===== config.mk =====
export PLATFORM = sky130hd
export DESIGN_NAME = multi_slot_capture
export DESIGN_NICKNAME = d
export VERILOG_FILES = /design/src/rtl/slot_capture_pkg.sv /design/src/rtl/sync_fifo_sc.sv /design/src/rtl/multi_slot_capture.sv
export SDC_FILE = /design/constraint.sdc
export NUM_CORES = 2
export LEC_CHECK = 0
export CAP_MARGIN = 25
export CORE_MARGIN = 2
export CORE_UTILIZATION = 50
export CTS_BUF_LIST = sky130_fd_sc_hd__clkbuf_8
export CTS_CLUSTER_SIZE = 25
export DETAILED_ROUTE_END_ITERATION = 8
export PLACE_DENSITY = 0.65
export SLEW_MARGIN = 20
export SYNTH_ARGS = -nofsm -noshare
export SYNTH_HDL_FRONTEND = slang
export SYNTH_SLANG_ARGS = --single-unit

===== constraint.sdc =====
create_clock -name ctrl_clk -period 5.8 [get_ports ctrl_clk]
set_clock_uncertainty 0.15 [all_clocks]
set_input_delay 1.16 -clock ctrl_clk [delete_from_list [all_inputs] [get_ports ctrl_clk]]
set_output_delay 1.16 -clock ctrl_clk [all_outputs]
set_load 0.02 [all_outputs]

===== src/rtl/slot_capture_pkg.sv =====
// Shared types and helpers for the multi-slot ADC capture path.
package slot_capture_pkg;

   localparam logic [2:0] ST_IDLE     = 3'd0;
   localparam logic [2:0] ST_SETTLE   = 3'd1;
   localparam logic [2:0] ST_TRIG     = 3'd2;
   localparam logic [2:0] ST_WAIT_EOC = 3'd3;
   localparam logic [2:0] ST_STORE    = 3'd4;
   localparam logic [2:0] ST_PUSH     = 3'd5;

   typedef enum logic [2:0] {
      IDLE     = ST_IDLE,
      SETTLE   = ST_SETTLE,
      TRIG     = ST_TRIG,
      WAIT_EOC = ST_WAIT_EOC,
      STORE    = ST_STORE,
      PUSH     = ST_PUSH
   } state_t;

   localparam int unsigned STAT_W = 16;

   function automatic int unsigned frame_w(input int unsigned data_w, input int unsigned num_slots);
      return data_w * num_slots;
   endfunction

   // Increment that sticks at all-ones instead of wrapping.
   function automatic logic [STAT_W-1:0] sat_inc(input logic [STAT_W-1:0] v);
      return (v == '1) ? v : v + STAT_W'(1);
   endfunction

endpackage


===== src/rtl/sync_fifo_sc.sv =====
// Single-clock FIFO with registered full/empty/level and registered read data.
module sync_fifo_sc #(
   parameter int unsigned DEPTH  = 128,
   parameter int unsigned ADDR_W = 7,
   parameter int unsigned WIDTH  = 20
) (
   input  logic              ctrl_clk,
   input  logic              rst,
   input  logic              wr_en,
   input  logic [WIDTH-1:0]  wr_data,
   input  logic              rd_en,
   output logic [WIDTH-1:0]  rd_data,
   output logic              rd_valid,
   output logic              full,
   output logic              empty,
   output logic [ADDR_W:0]   level
);

   localparam int unsigned PTR_W = ADDR_W + 1;

   logic [WIDTH-1:0] mem [DEPTH];
   logic [PTR_W-1:0] wr_ptr, rd_ptr;
   logic [PTR_W-1:0] wr_ptr_d, rd_ptr_d, level_d;
   logic             do_pop, do_push;

   // A push into a full FIFO is only taken when a pop frees a slot in the same cycle.
   always_comb begin
      do_pop   = rd_en && !empty;
      do_push  = wr_en && (!full || do_pop);
      wr_ptr_d = wr_ptr + PTR_W'(do_push);
      rd_ptr_d = rd_ptr + PTR_W'(do_pop);
      level_d  = wr_ptr_d - rd_ptr_d;
   end

   always_ff @(posedge ctrl_clk) begin
      if (rst) begin
         wr_ptr   <= '0;
         rd_ptr   <= '0;
         level    <= '0;
         empty    <= 1'b1;
         full     <= 1'b0;
         rd_valid <= 1'b0;
         rd_data  <= '0;
      end else begin
         wr_ptr   <= wr_ptr_d;
         rd_ptr   <= rd_ptr_d;
         level    <= level_d;
         empty    <= (level_d == '0);
         full     <= (level_d == PTR_W'(DEPTH));
         rd_valid <= do_pop;
         if (do_pop) rd_data <= mem[rd_ptr[ADDR_W-1:0]];
      end
   end

   always_ff @(posedge ctrl_clk) begin
      if (do_push && !rst) mem[wr_ptr[ADDR_W-1:0]] <= wr_data;
   end

endmodule


===== src/rtl/multi_slot_capture.sv =====
// Multi-slot ADC frame capture: slot FSM, frame assembly, sticky flags, frame FIFO.
// Optional SLOT_CAPTURE_STATS_EN adds saturating drop/timeout counters.
module multi_slot_capture
   import slot_capture_pkg::*;
#(
   parameter int unsigned DATA_W    = 10,
   parameter int unsigned NUM_SLOTS = 2,
   parameter int unsigned DEPTH     = 128,
   parameter int unsigned ADDR_W    = 7,
   parameter int unsigned DLY_W     = 5,
   parameter int unsigned TMO_W     = 6
) (
   input  logic                          ctrl_clk,
   input  logic                          rst,
   input  logic                          slot_start,
   input  logic                          slot_next,
   input  logic [DLY_W-1:0]              settle_dly,
   input  logic [TMO_W-1:0]              eoc_timeout,
   output logic                          adc_trigger,
   input  logic                          adc_eoc,
   input  logic [DATA_W-1:0]             adc_data,
   output logic                          busy,
   input  logic                          rd_en,
   output logic [NUM_SLOTS*DATA_W-1:0]   rd_data,
   output logic                          rd_valid,
   output logic                          full,
   output logic                          empty,
   output logic [ADDR_W:0]               level,
   input  logic                          clr_flags,
   output logic                          overflow,
   output logic                          timeout_err,
   output logic                          late_slot
`ifdef SLOT_CAPTURE_STATS_EN
   ,
   output logic [STAT_W-1:0]             drop_cnt,
   output logic [STAT_W-1:0]             tmo_cnt
`endif
);

   localparam int unsigned FRAME_W = frame_w(DATA_W, NUM_SLOTS);
   localparam int unsigned SLOT_W  = (NUM_SLOTS > 1) ? $clog2(NUM_SLOTS) : 1;
   localparam logic [SLOT_W-1:0] LAST_SLOT = SLOT_W'(NUM_SLOTS - 1);

   state_t              state, state_d;
   logic [DLY_W-1:0]    settle_cnt, settle_cnt_d;
   logic [TMO_W-1:0]    eoc_cnt, eoc_cnt_d;
   logic [SLOT_W-1:0]   slot_idx, slot_idx_d;
   logic [DATA_W-1:0]   sample, sample_d;
   logic [FRAME_W-1:0]  frame, frame_d;
   logic                push_c, tmo_set, late_set, drop;

   // Next-state logic; a slot_start outside IDLE overrides whatever the state decided.
   always_comb begin
      state_d      = state;
      settle_cnt_d = settle_cnt;
      eoc_cnt_d    = eoc_cnt;
      slot_idx_d   = slot_idx;
      sample_d     = sample;
      frame_d      = frame;
      push_c       = 1'b0;
      tmo_set      = 1'b0;
      late_set     = (state != IDLE) && slot_next;

      case (state)
         IDLE: begin
            if (slot_start) begin
               state_d      = SETTLE;
               slot_idx_d   = '0;
               settle_cnt_d = settle_dly;
            end else if (slot_next) begin
               state_d      = SETTLE;
               settle_cnt_d = settle_dly;
            end
         end
         SETTLE: begin
            if (settle_cnt == '0) state_d = TRIG;
            else                  settle_cnt_d = settle_cnt - DLY_W'(1);
         end
         TRIG: begin
            state_d   = WAIT_EOC;
            eoc_cnt_d = eoc_timeout;
         end
         WAIT_EOC: begin
            if (adc_eoc) begin
               sample_d = adc_data;
               state_d  = STORE;
            end else if (eoc_cnt == '0) begin
               sample_d = '0;
               tmo_set  = 1'b1;
               state_d  = STORE;
            end else begin
               eoc_cnt_d = eoc_cnt - TMO_W'(1);
            end
         end
         STORE: begin
            for (int i = 0; i < int'(NUM_SLOTS); i++) begin
               if (slot_idx == SLOT_W'(i))
                  frame_d[(int'(NUM_SLOTS) - 1 - i) * int'(DATA_W) +: DATA_W] = sample;
            end
            if (slot_idx == LAST_SLOT) begin
               state_d = PUSH;
            end else begin
               slot_idx_d = slot_idx + SLOT_W'(1);
               state_d    = IDLE;
            end
         end
         PUSH: begin
            push_c     = 1'b1;
            slot_idx_d = '0;
            state_d    = IDLE;
         end
         default: state_d = IDLE;
      endcase

      if ((state != IDLE) && slot_start) begin
         state_d      = SETTLE;
         slot_idx_d   = '0;
         settle_cnt_d = settle_dly;
         push_c       = 1'b0;
         tmo_set      = 1'b0;
      end

      drop = push_c && full && !rd_en;
   end

   always_ff @(posedge ctrl_clk) begin
      if (rst) begin
         state       <= IDLE;
         settle_cnt  <= '0;
         eoc_cnt     <= '0;
         slot_idx    <= '0;
         sample      <= '0;
         frame       <= '0;
         adc_trigger <= 1'b0;
         busy        <= 1'b0;
      end else begin
         state       <= state_d;
         settle_cnt  <= settle_cnt_d;
         eoc_cnt     <= eoc_cnt_d;
         slot_idx    <= slot_idx_d;
         sample      <= sample_d;
         frame       <= frame_d;
         adc_trigger <= (state_d == TRIG);
         busy        <= (state_d != IDLE);
      end
   end

   // Sticky flags: clear wins over a set in the same cycle.
   always_ff @(posedge ctrl_clk) begin
      if (rst) begin
         overflow    <= 1'b0;
         timeout_err <= 1'b0;
         late_slot   <= 1'b0;
      end else begin
         overflow    <= (overflow    | drop)     & ~clr_flags;
         timeout_err <= (timeout_err | tmo_set)  & ~clr_flags;
         late_slot   <= (late_slot   | late_set) & ~clr_flags;
      end
   end

`ifdef SLOT_CAPTURE_STATS_EN
   always_ff @(posedge ctrl_clk) begin
      if (rst || clr_flags) begin
         drop_cnt <= '0;
         tmo_cnt  <= '0;
      end else begin
         if (drop)    drop_cnt <= sat_inc(drop_cnt);
         if (tmo_set) tmo_cnt  <= sat_inc(tmo_cnt);
      end
   end
`endif

   sync_fifo_sc #(
      .DEPTH  (DEPTH),
      .ADDR_W (ADDR_W),
      .WIDTH  (FRAME_W)
   ) u_fifo (
      .ctrl_clk (ctrl_clk),
      .rst      (rst),
      .wr_en    (push_c),
      .wr_data  (frame),
      .rd_en    (rd_en),
      .rd_data  (rd_data),
      .rd_valid (rd_valid),
      .full     (full),
      .empty    (empty),
      .level    (level)
   );

endmodule


Fig. 1: cell classes on the final placement
Drawn at 1 px/micron.
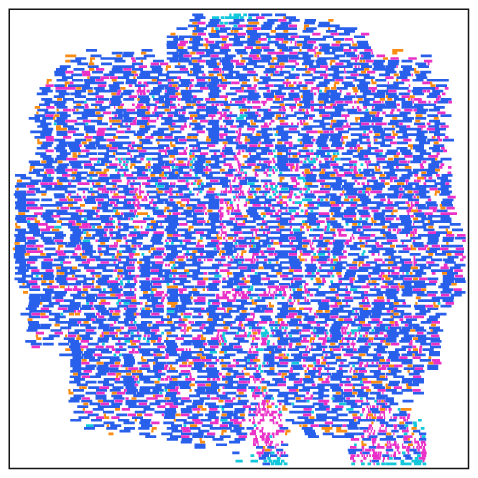
Key: blue = flip-flops [cells 2,657, share of their area 70%]; magenta = all other logic [cells 2,124, share of their area 20%]; cyan = other buffers and delay cells [cells 359, share of their area 2.8%]; orange = clock drivers and dummy loads [cells 765, share of their area 6.9%]

Fig. 2: clock distribution
Drawn at 1 px/micron.
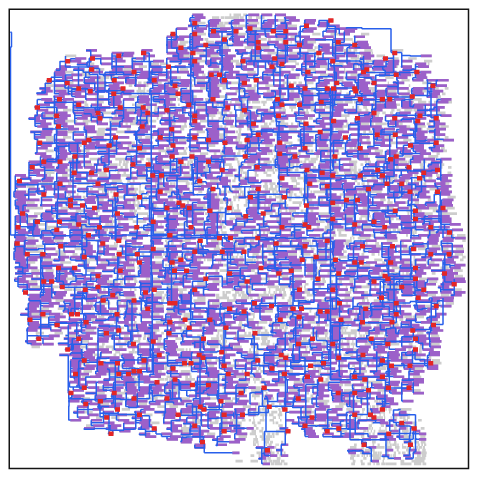
Key: red = cells driving clock nets [count 431]; blue = clock wires [length 31.6 mm]; purple = flip-flops [count 2,657]
There are 432 routed clock nets. Position of the flops: spread over the die.
Power Clock: 14.8 mW
Clk pwr share: 0.398

Fig. 3: I/O nets highlighted
Drawn at 1 px/micron.
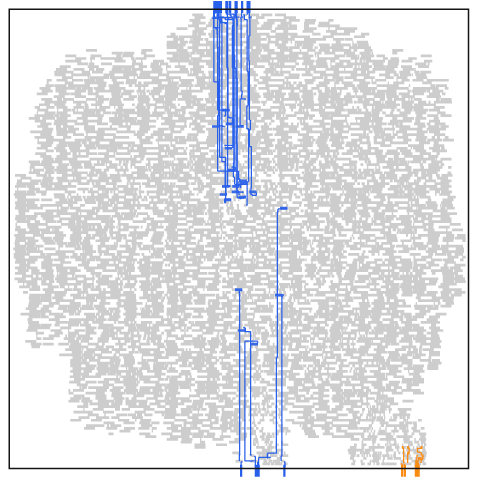
Key: blue = `rd_data` [bits 20, direction output, edge 15 top, 5 bottom, end cells 20, buffers 20, wire 3,630 microns]; orange = `eoc_timeout` [bits 6, direction input, edge bottom, end cells 7, buffers 6, wire 104 microns]

Fig. 4: where the registers sit
Drawn at 1 px/micron. Other sequential cells in the stronger grey, the rest of the logic in the fainter grey.
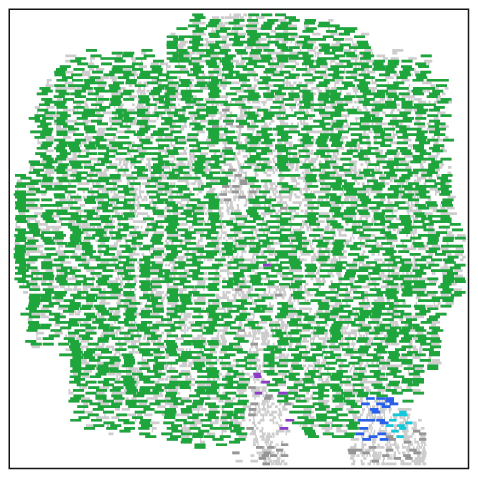
Key: blue = `frame` [placed flops 20, where bottom right]; cyan = `sample` [placed flops 10, where bottom right]; purple = `u_fifo.rd_ptr` [placed flops 8, where bottom middle]; green = `u_fifo.mem` [placed flops 2,560, where spread over the die]
sequential cell area share: 0.682
register area: 0.0789 sq mm

==> changes_impl.md <==
## Flow update

* List of most frequent post-synthesis cells: edfxtp_1 (2,560), mux4_2 (503), mux2i_1 (315)
* Clk latency late pin at roughly 1.1 ns
* Outcome: finished clean
* Cell with the most instances after synthesis: edfxtp_1
* Power per cell area at 322 mW/mm^2
* Max-slew violations at 0
* Placed wire-length estimate at roughly 180,000 microns
* Maximum clock frequency at 0.245 GHz
* CTS H-tree depth at 5
* DRT iter0 DRCs at 7,183
* Gpl congestion at 0.955
* Worst-margin pin slew at 1.14 ns
* Routed WL at 289,000 microns
* Mean area per synthesized cell at 20.3 sq um
* Vias per inst at 6.36
* Min Tclk post-route at a little over 4 ns
* Largest net degree at the start of global routing at 95
* Leak at 37.0 nW
* Vias in the first global route at 54.0k
* CP bufs+invs at 2
* Synthesized instance count at 5,070
* Synth Warn # at 0
* Initial antenna violation count at 14
* Count of hold-fix buffers inserted at cts at 0
* Crit-path leading delay family: AND-OR/OR-AND gates
* Setup violations, final at 0
* Post-synth seq share at 0.765
* Min-delay worst type: register to register
* IO Port Bufs at 63
* Cell variety after synth at 80
* Post-Syn Nets at 5,112
* Crit path cell chain: buf_4 -> buf_12 -> mux4_2 -> mux2i_1 -> a32o_1 -> a2111oi_1 -> o21ai_0 -> o21ai_0
* Ys async rst share at 0
* Post-CTS Setup Inserts at 0
* Worst EP required at 6.64 ns
* Die height at 458 microns
* CP most frequent cell: o21ai_0
-- where the power goes --
part | total [mW] | internal (mW) | switching (mW)
registers | 20.8 | 20.7 | 0.0552
logic | 1.64 | 0.793 | 0.852
clock network | 14.8 | 7.52 | 7.29
total | 37.2 | 29.0 | 8.20
-- metal layers --
metal / track usage / part of all wire
met4: 0.120 / 0.046
met1: 0.377 / 0.38
met2: 0.417 / 0.46
met3: 0.0685 / 0.11
met5: 0 / 0.00019
-- stage by stage --
stage	setup WS [ns]	util	total power, mW	instances	cell area, sq um
6_report	1.71	0.565	37.2	8602	116000
5_1_grt	1.49	0.565	38.4	8595	116000
4_1_cts	1.71	0.565	37.5	8591	116000
3_5_place_dp	0.747	0.527	22.8	7826	108000
3_3_place_gp	0.757	0.527	22.8	7823	108000
2_1_floorplan	1.50	-	22.4	5070	103000
-- layout make-up --
type,count,area share
flip-flops and latches,2657,0.682
well taps,2688,0.0291
diodes,9,0.000195
inverters,18,0.000627
clock inverters,327,0.0145
multi-input cells,2106,0.194
repair buffers,359,0.0274
clock buffers,438,0.0521
-- path summary, 6_finish.rpt --
check | startpoint | end | depth (start not counted)
worst min-delay path | sample[2] | frame[2] | 2
worst max register to register | u_fifo.rd_ptr[0] | u_fifo.rd_data[19] | 8
worst min register to register | sample[2] | frame[2] | 2
worst max-delay path | u_fifo.rd_ptr[0] | u_fifo.rd_data[19] | 8
-- worst min-delay path, stage by stage, from the launching register on --
cell and delay (ns):
dfxtp_1 0.33, nand2_1 0.06, a21oi_1 0.05
-- sequential cells by signal, summed over array words and instances, names as in the netlist, 3 cells and up --
name	cells
eoc_cnt	6
frame	20
sample	10
settle_cnt	5
state	3
u_fifo.level	8
u_fifo.mem	2560
u_fifo.rd_data	20
u_fifo.rd_ptr	8
u_fifo.wr_ptr	8
-- cell families after synthesis --
family	synth area share
xor+xnor	0.00187
buf+inv	0.0203
fa+ha+maj	0.00197
mux	0.144
simple gates	0.0257
compound gates	0.0407
flops	0.765
-- cell usage in the layout (no fill, tap or decap), types with 83 or more instances in the layout --
| cell type | Yosys | routed |
|---|---|---|
| nor2_2 | 0 | 128 |
| buf_4 | 21 | 266 |
| inv_1 | 15 | 159 |
| mux4_2 | 503 | 503 |
| clkbuf_8 | 0 | 438 |
| clkinv_1 | 2 | 107 |
| edfxtp_1 | 2560 | 2560 |
| o22ai_1 | 83 | 83 |
| a21oi_1 | 139 | 139 |
| nand2_1 | 202 | 201 |
| o21ai_0 | 95 | 94 |
| mux2i_1 | 315 | 315 |
| nor2_1 | 223 | 93 |
Power figures rest on the tool's default switching activity, not on a simulated workload.
